**Run 1: pin map**

Scale bar: 10 µm. Pins as bars across the die edge, other pins in grey.
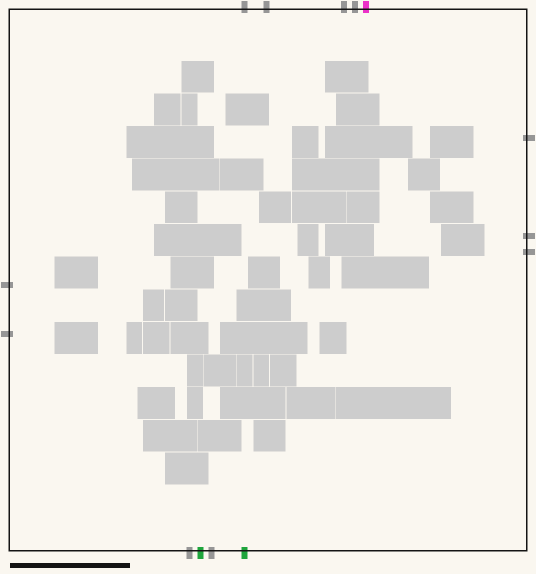
**Run 1: metal 2**

Scale bar: 10 µm. Cells faint in the background.
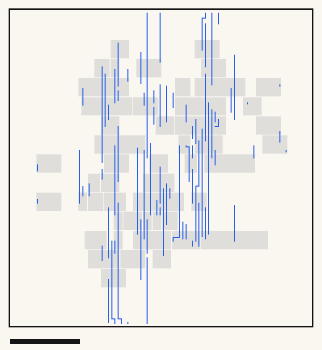
**Run 1: signal wires on met1**

Scale bar: 10 µm. Cells faint in the background.
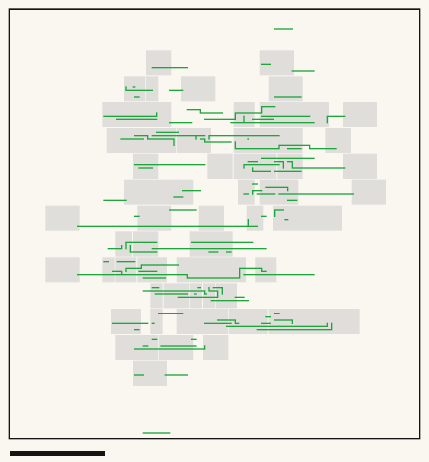
[src/rtl/alu_pkg.sv]
// rtl/alu_pkg.sv - opcode encoding shared by the ALU, its sequencer and the testbench
package alu_pkg;

  typedef enum logic [1:0] {
    ADD    = 2'b00,
    SUB    = 2'b01,
    INV    = 2'b10,
    RED_OR = 2'b11
  } opcode_e;

  localparam logic [1:0] OPC_ADD    = 2'b00;
  localparam logic [1:0] OPC_SUB    = 2'b01;
  localparam logic [1:0] OPC_INV    = 2'b10;
  localparam logic [1:0] OPC_RED_OR = 2'b11;

endpackage

[src/rtl/alu_datapath.sv]
// rtl/alu_datapath.sv - combinational ALU core; ALU_SAT_EN selects saturating ADD/SUB
// Produces the value to be registered plus the carry/borrow flag.
module alu_datapath
  import alu_pkg::*;
#(
  parameter int WIDTH = 2
) (
  input  opcode_e          opcode,
  input  logic [WIDTH-1:0] a,
  input  logic [WIDTH-1:0] b,
  output logic [WIDTH-1:0] next_result,
  output logic             next_carry
);

  logic [WIDTH:0]   sum;
  logic [WIDTH-1:0] diff;
  logic             borrow;

  assign sum    = {1'b0, a} + {1'b0, b};
  assign diff   = a - b;
  assign borrow = (a < b);

  always_comb begin
    next_result = '0;
    next_carry  = 1'b0;
    unique case (opcode)
      ADD: begin
        next_carry  = sum[WIDTH];
`ifdef ALU_SAT_EN
        next_result = sum[WIDTH] ? '1 : sum[WIDTH-1:0];
`else
        next_result = sum[WIDTH-1:0];
`endif
      end
      SUB: begin
        next_carry  = borrow;
`ifdef ALU_SAT_EN
        next_result = borrow ? '0 : diff;
`else
        next_result = diff;
`endif
      end
      INV: begin
        next_result = ~a;
      end
      RED_OR: begin
        next_result = WIDTH'(|b);
      end
      default: begin
        next_result = '0;
      end
    endcase
  end

endmodule

[src/rtl/alu.sv]
// rtl/alu.sv - registered 4-op ALU, one op per cycle, latency 1; ALU_SAT_EN enables saturation
// Qualifies inputs with in_valid, registers result/flags and derives the zero flag.
module alu
  import alu_pkg::*;
#(
  parameter int WIDTH = 2
) (
  input  logic             clk,
  input  logic             rst_n,
  input  logic             in_valid,
  input  opcode_e          opcode,
  input  logic [WIDTH-1:0] A,
  input  logic [WIDTH-1:0] B,
  output logic             out_valid,
  output logic [WIDTH-1:0] result,
  output logic             carry,
  output logic             zero
);

  logic [WIDTH-1:0] dp_result;
  logic             dp_carry;

  logic             valid_q,  valid_d;
  logic [WIDTH-1:0] result_q, result_d;
  logic             carry_q,  carry_d;
  logic             zero_q,   zero_d;

  alu_datapath #(
    .WIDTH(WIDTH)
  ) u_datapath (
    .opcode      (opcode),
    .a           (A),
    .b           (B),
    .next_result (dp_result),
    .next_carry  (dp_carry)
  );

  // Datapath outputs are only sampled under in_valid, so idle-cycle X never reaches the flops.
  always_comb begin
    valid_d  = in_valid;
    result_d = result_q;
    carry_d  = carry_q;
    zero_d   = zero_q;
    if (in_valid) begin
      result_d = dp_result;
      carry_d  = dp_carry;
      zero_d   = (dp_result == '0);
    end
  end

  always_ff @(posedge clk) begin
    if (!rst_n) begin
      valid_q  <= 1'b0;
      result_q <= '0;
      carry_q  <= 1'b0;
      zero_q   <= 1'b0;
    end else begin
      valid_q  <= valid_d;
      result_q <= result_d;
      carry_q  <= carry_d;
      zero_q   <= zero_d;
    end
  end

  assign out_valid = valid_q;
  assign result    = result_q;
  assign carry     = carry_q;
  assign zero      = zero_q;

endmodule

[config.mk]
export PLATFORM = sky130hd
export DESIGN_NAME = alu
export DESIGN_NICKNAME = d
export VERILOG_FILES = /design/src/rtl/alu_pkg.sv /design/src/rtl/alu_datapath.sv /design/src/rtl/alu.sv
export SDC_FILE = /design/constraint.sdc
export NUM_CORES = 1
export LEC_CHECK = 0
export CAP_MARGIN = 25
export CORE_AREA = 3 3 40 42
export DETAILED_ROUTE_END_ITERATION = 16
export DIE_AREA = 0 0 43 45
export PLACE_DENSITY = 0.53
export RECOVER_POWER = 100
export SYNTH_ARGS = -nofsm -noshare
export SYNTH_HDL_FRONTEND = slang
export SYNTH_SLANG_ARGS = --single-unit
[constraint.sdc]
create_clock -name clk -period 2 [get_ports clk]
set_clock_uncertainty 0.1 [all_clocks]
set_input_delay 0.3 -clock clk [delete_from_list [all_inputs] [get_ports clk]]
set_output_delay 0.3 -clock clk [all_outputs]
set_load 0.02 [all_outputs]
==> impl_metrics.tcl, run 1 <==
# place-and-route summary
set metrics [dict create \
    inv_count 4 \
    yosys.area.top_type "dfxtp_1" \
    design_area_um2 534 \
    rrSetupSlack_ns 1.26 \
    power.density_nw_per_um2 590 \
    grt_max_degree 9 \
    cts_hold_buffers 0 \
    swShare 0.274 \
    largest_class "combinational gates" \
    area_share_nonclk_buffers 0.281 \
    grt-ovfl-total 0 \
    cts_repair_resize_count 3 \
    die-area_um2 1940 \
    outcome "completed" \
    synth_adder_area_share 0.198 \
    top_area_frac 0.305 \
    synth_seq_share 0.305 \
    numClockSinks 5 \
    ant_nets 0 \
    firstDrtPassIters 3 \
    largest_reg_flops 2 \
    antenna_found_initial 0 \
    critical_path_class "primary input to register" \
    relSlewSlack 0.787 \
    irDropWorstVdd_v 0.000246 \
    leakagePower_nw 0.241 \
]
Back to the opening pictures, 'pin map':
legend:
  magenta:
    port: in_valid
    pins: 1
    direction: input
    edge: top
  green:
    port: A
    pins: 2
    direction: input
    edge: bottom

Back to the opening pictures, 'metal 2':
nets with wire on the layer: 56
longest straight run: 20.6 µm
main direction: vertical

Back to the opening pictures, 'signal wires on met1':
nets with wire on the layer: 53
longest straight run: 18.9 µm

[run 1: stage by stage]
step | total power, W | cells | util | TNS [ns]
finish | 0.000315 | 66 | 0.416 | 0
detailed placement | 0.000197 | 62 | 0.389 | -0.522
floorplan | 0.000151 | 31 | - | 0
global placement | 0.000195 | 62 | 0.389 | -0.432
CTS | 0.000323 | 66 | 0.416 | 0
global route | 0.000329 | 66 | 0.416 | 0
[run 1: worst paths after layout]
kind / startpoint / to
setup reg to reg: result[0] / result[0]
setup / recovery: A[1] / result[1]
hold reg to reg: carry / carry
hold / removal: carry / carry
[run 1: layer usage]
layer	wire, µm	global-route usage	vias up	part of all wire
met1	328	0.108	150	0.42
met2	415	0.153	9	0.53
met3	37	0.0359	0	0.047
li1	-	-	149	-
met5	0	0	-	0
met4	0	0.0361	0	0
==> inputs of run 2 (changes only) <==
CTS_BUF_LIST = sky130_fd_sc_hd__clkbuf_8   (was default)
PLACE_DENSITY = 0.55   (was 0.53)
clock period = 1.7 ns   (was 2 ns; I/O delays follow)
**Run 2: signal wires on met1**

Scale bar: 10 µm. Cells faint in the background.
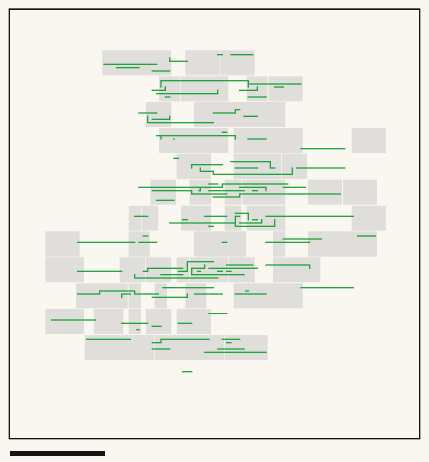
nets with wire on the layer: 54
main direction: horizontal

==> run 2 against run 1 <==
Against the previous run:
- global-route usage is 0.30 points higher
- sequential cell count stayed put
- largest power group unchanged
- core utilization is 2.4 points higher
- largest cell class unchanged
- non-clock buffer count is 1 higher
==> impl_metrics.tcl, run 2 <==
# place-and-route summary
set metrics [dict create \
    grt_use_met2 0.159 \
    outcome "completed" \
    hp-start "carry" \
    design_area_um2 566 \
    irDropWorstVdd_v 0.000236 \
    top_area_frac 0.305 \
    syn_area_per_cell_um2 10.6 \
    coreArea_um2 1280 \
    largest_reg_flops 2 \
    leakagePower_nw 0.257 \
    numClockSinks 5 \
    highest_layer "met3" \
    drt-met1-wl_um 321 \
    top_usage_layer "met2" \
    critical_path_class "primary input to register" \
    grt_max_degree 9 \
    ant_nets 0 \
    hold_path_end "carry" \
    r2r_end "result[0]" \
    firstDrtPassIters 2 \
    crit_path_end "result[1]" \
    use_met3 0.0398 \
    power.density_nw_per_um2 789 \
    grt_util_met1 0.0944 \
    rrSetupSlack_ns 0.96 \
    reg2reg_from "result[0]" \
    wl_met3_um 41 \
    synth_seq_share 0.305 \
    antenna_found_initial 0 \
    met2WireLength_um 439 \
    die-area_um2 1940 \
    relSlewSlack 0.805 \
    grt-ovfl-total 0 \
    setup.worst_path.start "B[0]" \
    yosys.area.top_type "dfxtp_1" \
    cp_num_cells 7 \
    swShare 0.246 \
]
==> run 2: what timing repair did <==
action                                  in CTS  in global routing
endpoints found under the setup margin       3                  2
pin swaps                                    3                  2
endpoints found under the hold margin        0                  0
resized                                     12                  0
==> run 2: layout make-up <==
type	count	area share
clock buffers	3	0.0730
clock inverters	1	0.00664
inverters	4	0.0265
multi-input cells	22	0.400
flip-flops and latches	5	0.177
well taps	15	0.0332
repair buffers	17	0.283
==> run 2: stage by stage <==
stage	instances	hold WS, ns	total power (W)	setup TNS, ns	util
2_1_floorplan	31	0.277	0.000178	0	-
3_3_place_gp	63	0.358	0.000232	-1.13	0.394
3_5_place_dp	63	0.370	0.000237	-1.24	0.394
4_1_cts	67	0.372	0.000460	0	0.440
5_1_grt	67	0.391	0.000471	0	0.440
6_report	67	0.365	0.000446	0	0.440
Power is estimated from default activity; no workload was simulated.
